## src/rtl/mem_pkg.sv

```systemverilog
// rtl/mem_pkg.sv - shared types and helpers for the data memory responder
package mem_pkg;

    localparam int WORD_SIZE_DEF = 16;

    typedef enum logic [1:0] {
        IDLE = 2'd0,
        WAIT = 2'd1,
        RESP = 2'd2
    } MemState;

    typedef struct packed {
        logic [WORD_SIZE_DEF-1:0] addr;
        logic [WORD_SIZE_DEF-1:0] wdata;
        logic                     is_write;
    } MemReq;

    function automatic logic addr_ok(input logic [WORD_SIZE_DEF-1:0] addr, input int depth);
        logic [31:0] a32;
        a32 = 32'(addr);
        return a32 < $unsigned(depth);
    endfunction

endpackage

```

## src/rtl/memory_array.sv

```systemverilog
// rtl/memory_array.sv - DEPTH x WORD_SIZE synchronous RAM, instruction read port plus data read/write port
module memory_array #(
    parameter int WORD_SIZE = 16,
    parameter int DEPTH     = 256,
    localparam int AW       = $clog2(DEPTH)
) (
    input  logic                 clk_i,
    input  logic [AW-1:0]        instr_addr_i,
    output logic [WORD_SIZE-1:0] instr_rdata_o,
    input  logic                 data_en_i,
    input  logic                 data_we_i,
    input  logic [AW-1:0]        data_addr_i,
    input  logic [WORD_SIZE-1:0] data_wdata_i,
    output logic [WORD_SIZE-1:0] data_rdata_o
);

    logic [WORD_SIZE-1:0] mem_q [DEPTH];
    logic [WORD_SIZE-1:0] instr_rdata_q;
    logic [WORD_SIZE-1:0] data_rdata_q;

    // Read-before-write: a same-edge instruction fetch of the written word sees the old value.
    always_ff @(posedge clk_i) begin
        instr_rdata_q <= mem_q[instr_addr_i];
        if (data_en_i) begin
            if (data_we_i) begin
                mem_q[data_addr_i] <= data_wdata_i;
            end else begin
                data_rdata_q <= mem_q[data_addr_i];
            end
        end
    end

    assign instr_rdata_o = instr_rdata_q;
    assign data_rdata_o  = data_rdata_q;

endmodule

```

## src/rtl/data_memory_responder.sv

```systemverilog
// rtl/data_memory_responder.sv - instruction/data memory responder with programmable data latency
// Optional ReadCount/WriteCount counters enabled by MEM_PERF_COUNTERS_EN.
module data_memory_responder
    import mem_pkg::*;
#(
    parameter int WORD_SIZE = WORD_SIZE_DEF,
    parameter int DEPTH     = 256,
    parameter int LATENCY   = 1
) (
    input  logic                 Clock,
    input  logic                 Resetn,
    input  logic [WORD_SIZE-1:0] InstrAddr,
    output logic [WORD_SIZE-1:0] InstrIn,
    input  logic [WORD_SIZE-1:0] DataAddr,
    input  logic                 ReadData,
    input  logic                 WriteData,
    input  logic [WORD_SIZE-1:0] DataOut,
    output logic [WORD_SIZE-1:0] DataIn,
    output logic                 DataDone,
    output logic                 Busy,
    output logic                 AddrErr,
    output logic [15:0]          ReadCount,
    output logic [15:0]          WriteCount
);

    localparam int         AW       = $clog2(DEPTH);
    localparam logic [3:0] CNT_INIT = 4'(LATENCY - 1);

    MemState              state_q;
    logic [3:0]           cnt_q;
    MemReq                req_q;
    logic                 instr_ok_q;
    logic                 data_ok_q;
    logic                 addr_err_q;

    logic                 accept;
    logic                 go_resp;
    logic                 instr_ok;
    logic                 op_ok;
    MemReq                new_req;
    MemReq                op;
    logic [WORD_SIZE-1:0] ram_instr;
    logic [WORD_SIZE-1:0] ram_data;

    assign accept   = (state_q != WAIT) && (ReadData || WriteData);
    assign new_req  = '{addr: DataAddr, wdata: DataOut, is_write: WriteData};
    // With LATENCY=1 the access happens on the acceptance edge, so it uses the live request.
    assign go_resp  = (accept && (LATENCY == 1)) || ((state_q == WAIT) && (cnt_q == 4'd1));
    assign op       = (state_q == WAIT) ? req_q : new_req;
    assign op_ok    = addr_ok(op.addr, DEPTH);
    assign instr_ok = addr_ok(InstrAddr, DEPTH);

    memory_array #(
        .WORD_SIZE(WORD_SIZE),
        .DEPTH    (DEPTH)
    ) u_mem (
        .clk_i        (Clock),
        .instr_addr_i (InstrAddr[AW-1:0]),
        .instr_rdata_o(ram_instr),
        .data_en_i    (go_resp && op_ok),
        .data_we_i    (op.is_write),
        .data_addr_i  (op.addr[AW-1:0]),
        .data_wdata_i (op.wdata),
        .data_rdata_o (ram_data)
    );

    always_ff @(posedge Clock or negedge Resetn) begin
        if (!Resetn) begin
            state_q    <= IDLE;
            cnt_q      <= 4'd0;
            req_q      <= '0;
            instr_ok_q <= 1'b0;
            data_ok_q  <= 1'b0;
            addr_err_q <= 1'b0;
        end else begin
            instr_ok_q <= instr_ok;
            if (!instr_ok || (go_resp && !op_ok)) begin
                addr_err_q <= 1'b1;
            end
            // RAM read register is unreset; this flag masks it until a valid read lands.
            if (go_resp && !op.is_write) begin
                data_ok_q <= op_ok;
            end
            case (state_q)
                IDLE, RESP: begin
                    if (accept) begin
                        req_q   <= new_req;
                        cnt_q   <= CNT_INIT;
                        state_q <= (LATENCY == 1) ? RESP : WAIT;
                    end else begin
                        state_q <= IDLE;
                    end
                end
                WAIT: begin
                    if (cnt_q == 4'd1) begin
                        state_q <= RESP;
                    end else begin
                        cnt_q <= cnt_q - 4'd1;
                    end
                end
                default: state_q <= IDLE;
            endcase
        end
    end

    assign InstrIn  = instr_ok_q ? ram_instr : '0;
    assign DataIn   = data_ok_q ? ram_data : '0;
    assign DataDone = (state_q == RESP);
    assign Busy     = (state_q == WAIT);
    assign AddrErr  = addr_err_q;

`ifdef MEM_PERF_COUNTERS_EN
    logic [15:0] rd_cnt_q;
    logic [15:0] wr_cnt_q;

    always_ff @(posedge Clock or negedge Resetn) begin
        if (!Resetn) begin
            rd_cnt_q <= 16'd0;
            wr_cnt_q <= 16'd0;
        end else if (go_resp) begin
            if (op.is_write) begin
                if (wr_cnt_q != 16'hFFFF) wr_cnt_q <= wr_cnt_q + 16'd1;
            end else begin
                if (rd_cnt_q != 16'hFFFF) rd_cnt_q <= rd_cnt_q + 16'd1;
            end
        end
    end

    assign ReadCount  = rd_cnt_q;
    assign WriteCount = wr_cnt_q;
`else
    assign ReadCount  = 16'd0;
    assign WriteCount = 16'd0;
`endif

endmodule
```

## config.mk

```make
export PLATFORM = sky130hd
export DESIGN_NAME = data_memory_responder
export DESIGN_NICKNAME = d
export VERILOG_FILES = /design/src/rtl/mem_pkg.sv /design/src/rtl/memory_array.sv /design/src/rtl/data_memory_responder.sv
export SDC_FILE = /design/constraint.sdc
export NUM_CORES = 2
export LEC_CHECK = 0
export CORE_UTILIZATION = 57
export DETAILED_ROUTE_END_ITERATION = 7
export PLACE_DENSITY = 0.74
export SLEW_MARGIN = 20
export SYNTH_ARGS = -nofsm -noshare
export SYNTH_HDL_FRONTEND = slang
export SYNTH_HIERARCHICAL = 1
export SYNTH_SLANG_ARGS = --single-unit
```

## constraint.sdc

```tcl
create_clock -name Clock -period 2.2 [get_ports Clock]
set_input_delay 0.66 -clock Clock [delete_from_list [all_inputs] [get_ports Clock]]
set_output_delay 0.66 -clock Clock [all_outputs]
set_load 0.03 [all_outputs]
```

==> impl_metrics.env <==
# source this file to load flow results
export IMPL_core_region_area_um2=334000
export IMPL_top_layer="met5"
export IMPL_hold_ws_ns=0.0303
export IMPL_post_drt_via_cell_ratio=7.64
export IMPL_failed_checks="DRC, setup timing"
export IMPL_finalPower_mw=179
export IMPL_row_count=212
export IMPL_cts_buffers=428
export IMPL_fp_utilization_pct=57.5
export IMPL_final_instance_count_excl_fill=16941
export IMPL_area_growth_pct=27.0
export IMPL_netlist_cell_type_count=74
export IMPL_numSynthFlops=4132
export IMPL_met3_length_um=129000
export IMPL_mostFrequentLayoutCells="4112 x sky130_fd_sc_hd__edfxtp_1, 2017 x sky130_fd_sc_hd__mux4_2, 1784 x sky130_fd_sc_hd__buf_4"
export IMPL_setup_ws_ns=-0.855
export IMPL_top_cells_by_count="4112 x sky130_fd_sc_hd__edfxtp_1, 2015 x sky130_fd_sc_hd__mux4_2, 690 x sky130_fd_sc_hd__mux2i_1, 393 x sky130_fd_sc_hd__nor2_1, 289 x sky130_fd_sc_hd__clkbuf_1"
export IMPL_insertion_delay_of_the_later_clocked_pin_in_the_worst_skew_pair_ns=1.04
export IMPL_met1_wire_length_um=233000
export IMPL_cpLargestDelayFamily="multiplexers"
export IMPL_max_h_tree_level=5
export IMPL_drtPass1Iterations=8
export IMPL_numPlacedInstances=15781
export IMPL_synth_most_common_cell="sky130_fd_sc_hd__edfxtp_1"
export IMPL_period_used_pct=139
export IMPL_asyncSetResetFlopFracSynth_pct=0.0968
export IMPL_yosysCellCount=9653
export IMPL_clk_pin_slew_worst_paths_ns=0.07
export IMPL_cts_root_buffer="sky130_fd_sc_hd__clkbuf_16"
export IMPL_via_count=129396
export IMPL_crit_path_cell_trace="mux4_4 > mux4_2 > a22o_4 > or4_4 > o41ai_4 > buf_6 > nor4_4"
export IMPL_placement_io_buffers=85
export IMPL_r2r_end="u_mem/instr_rdata_o[14]$_DFF_P_"
export IMPL_whs_path_depth=3
export IMPL_yosys_area_top_type_share_pct=64.2
export IMPL_place_gp_congestion=1.09
export IMPL_number_of_remaining_drc_errors=35
export IMPL_hold_violations=0
export IMPL_syn_instance_count=9653
export IMPL_r2r_slack_ns=-0.86
export IMPL_outcome="finished, violations left"
export IMPL_grtUsageTotal_pct=45.0
export IMPL_synth_warning_count=6
export IMPL_p_leak_nw=81.9
export IMPL_crit_cells=7
export IMPL_slew_headroom_pct=28.5
export IMPL_maxClockFrequency_mhz=327
export IMPL_largest_area_cell="sky130_fd_sc_hd__edfxtp_1"
export IMPL_cts_repair_timing_setup_buffer_count=203
export IMPL_cp_startpoint="u_mem/mem_q[27][14]$_DFFE_PP_"
export IMPL_tightest_slew_ns=1.07
export IMPL_crit_arrival_ns=3.94
export IMPL_most_common_logic_cell_in_the_routed_design="sky130_fd_sc_hd__edfxtp_1"
export IMPL_power_per_cell_area_nw_per_um2=735
export IMPL_top_cells_by_area="sky130_fd_sc_hd__edfxtp_1 64%, sky130_fd_sc_hd__mux4_2 24%, sky130_fd_sc_hd__mux2i_1 3.6%, sky130_fd_sc_hd__o22ai_1 0.88%, sky130_fd_sc_hd__nor2_1 0.77%"
export IMPL_place_area_um2=222000
export IMPL_detailroute_wirelength_met2_um=332000
export IMPL_period_needed_ns=3.06
export IMPL_detail_route_wirelength_um=769000
export IMPL_final_setup_viol_count=1193
export IMPL_openroad_warnings=44
export IMPL_hp_class="in2reg"
export IMPL_enable_flop_cells=4112
export IMPL_via_count_of_the_first_global_routing_pass=125531
export IMPL_io_pin_count=119
export IMPL_worst_ir_drop_vdd_v=0.000921
export IMPL_hold_end="data_ok_q$_DFFE_PN0P_"
export IMPL_pre_cts_setup_slack_ns=-2.46
export IMPL_synth_chip_area_um2=192000
export IMPL_grtUsageMet2_pct=64.5
export IMPL_synth_cellmix_compoundShare_pct=2.91
export IMPL_synth_xor_xnor_area_share_pct=0
export IMPL_cp_required_ns=3.08
export IMPL_avgSynthCellArea_um2=19.9
export IMPL_slowest_delay_ns=0.64
export IMPL_dp_hpwl_um=514000
export IMPL_stdcell_area_um2=244000
export IMPL_cts_num_sinks=4132
export IMPL_synth_simple_area_share_pct=2.80
export IMPL_die_width_um=583
export IMPL_antenna_violating_nets_post_route=0
export IMPL_critPathCaptureType="register"
export IMPL_postcts_resize_cnt=723
export IMPL_skew_ns=0.0739
export IMPL_gr_max_usage_layer="met2"
export IMPL_mux_cell_area_share_pct=27.5
export IMPL_post_route_cells_drive_above_1_share_pct=49.5
export IMPL_tritoncts="yes"
export IMPL_die_height_um=583
[registers in the layout, summed over array words and instances, names as in the netlist]
name and cells:
AddrErr 1, data_ok_q 1, instr_ok_q 1, state_q 1, u_mem/data_rdata_o 16, u_mem/instr_rdata_o 16, u_mem/mem_q 4096
[layout make-up]
cell class | count | area [um2]
diodes | 27 | 67.6
clock buffers | 527 | 11300
clock inverters | 255 | 2510
fillers | 18734 | 90300
inverters | 10 | 56.3
multi-input cells | 4743 | 69000
flip-flops and latches | 4132 | 124000
well taps | 4494 | 5620
repair buffers | 2753 | 31700
[power breakdown]
group          leakage (nW)  internal (mW)  switching, mW
sequential             37.1           86.6          0.253
combinational          38.1           8.34           11.3
clock                  6.69           40.9           32.0
**The metal 1 layer**

The bar under the picture is 200 um long. Cells faint in the background.
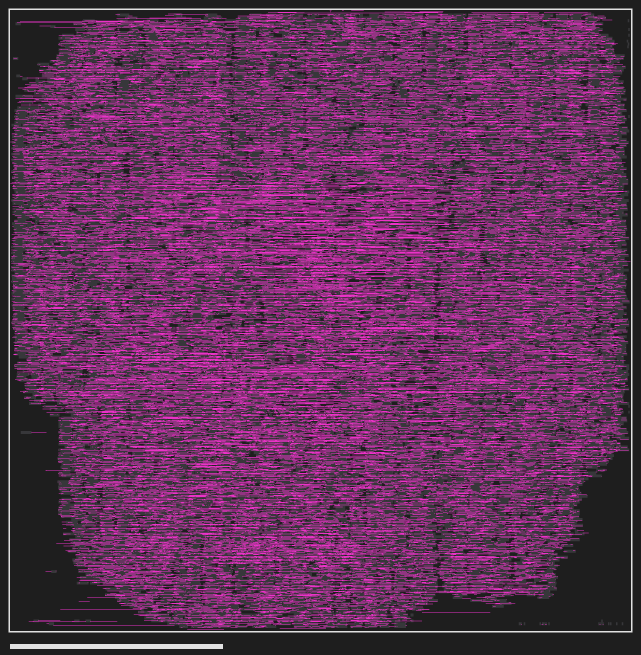
The layer holds 30% of the routed length. The longest straight run is 138 um. 11650 nets have wire on it.

**Track usage over the die**

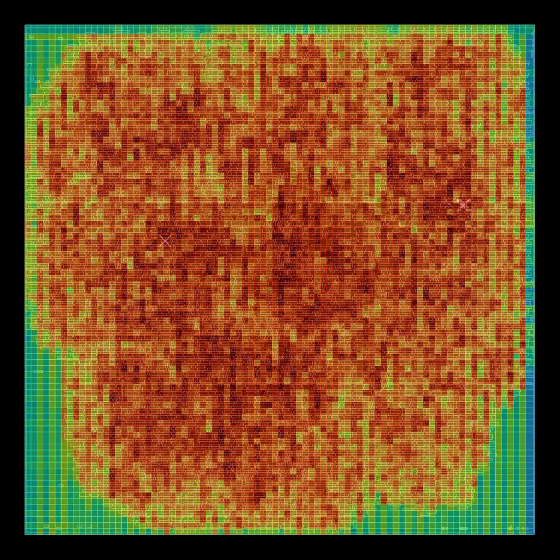
met1 track demand over resource in global routing: 56.1%
final routed wire length divided by cell count: 45.4 um
met3 track utilization from global routing: 16.7%
Core Util, Final: 73.0%

**Signal wires by layer**

The bar under the picture is 200 um long. Two of the layers only.
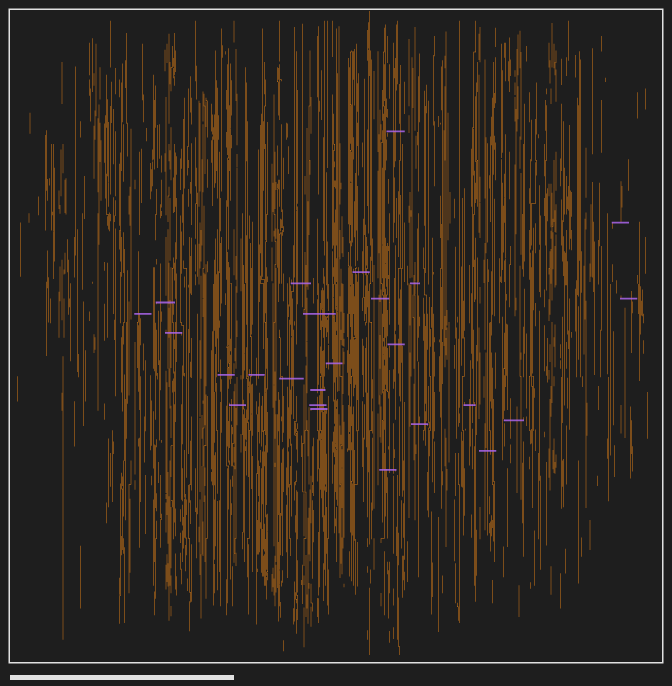
met5: in purple, wire length 360 um. met4: in orange, wire length 75.1 mm.

Power is estimated from default activity; no workload was simulated.
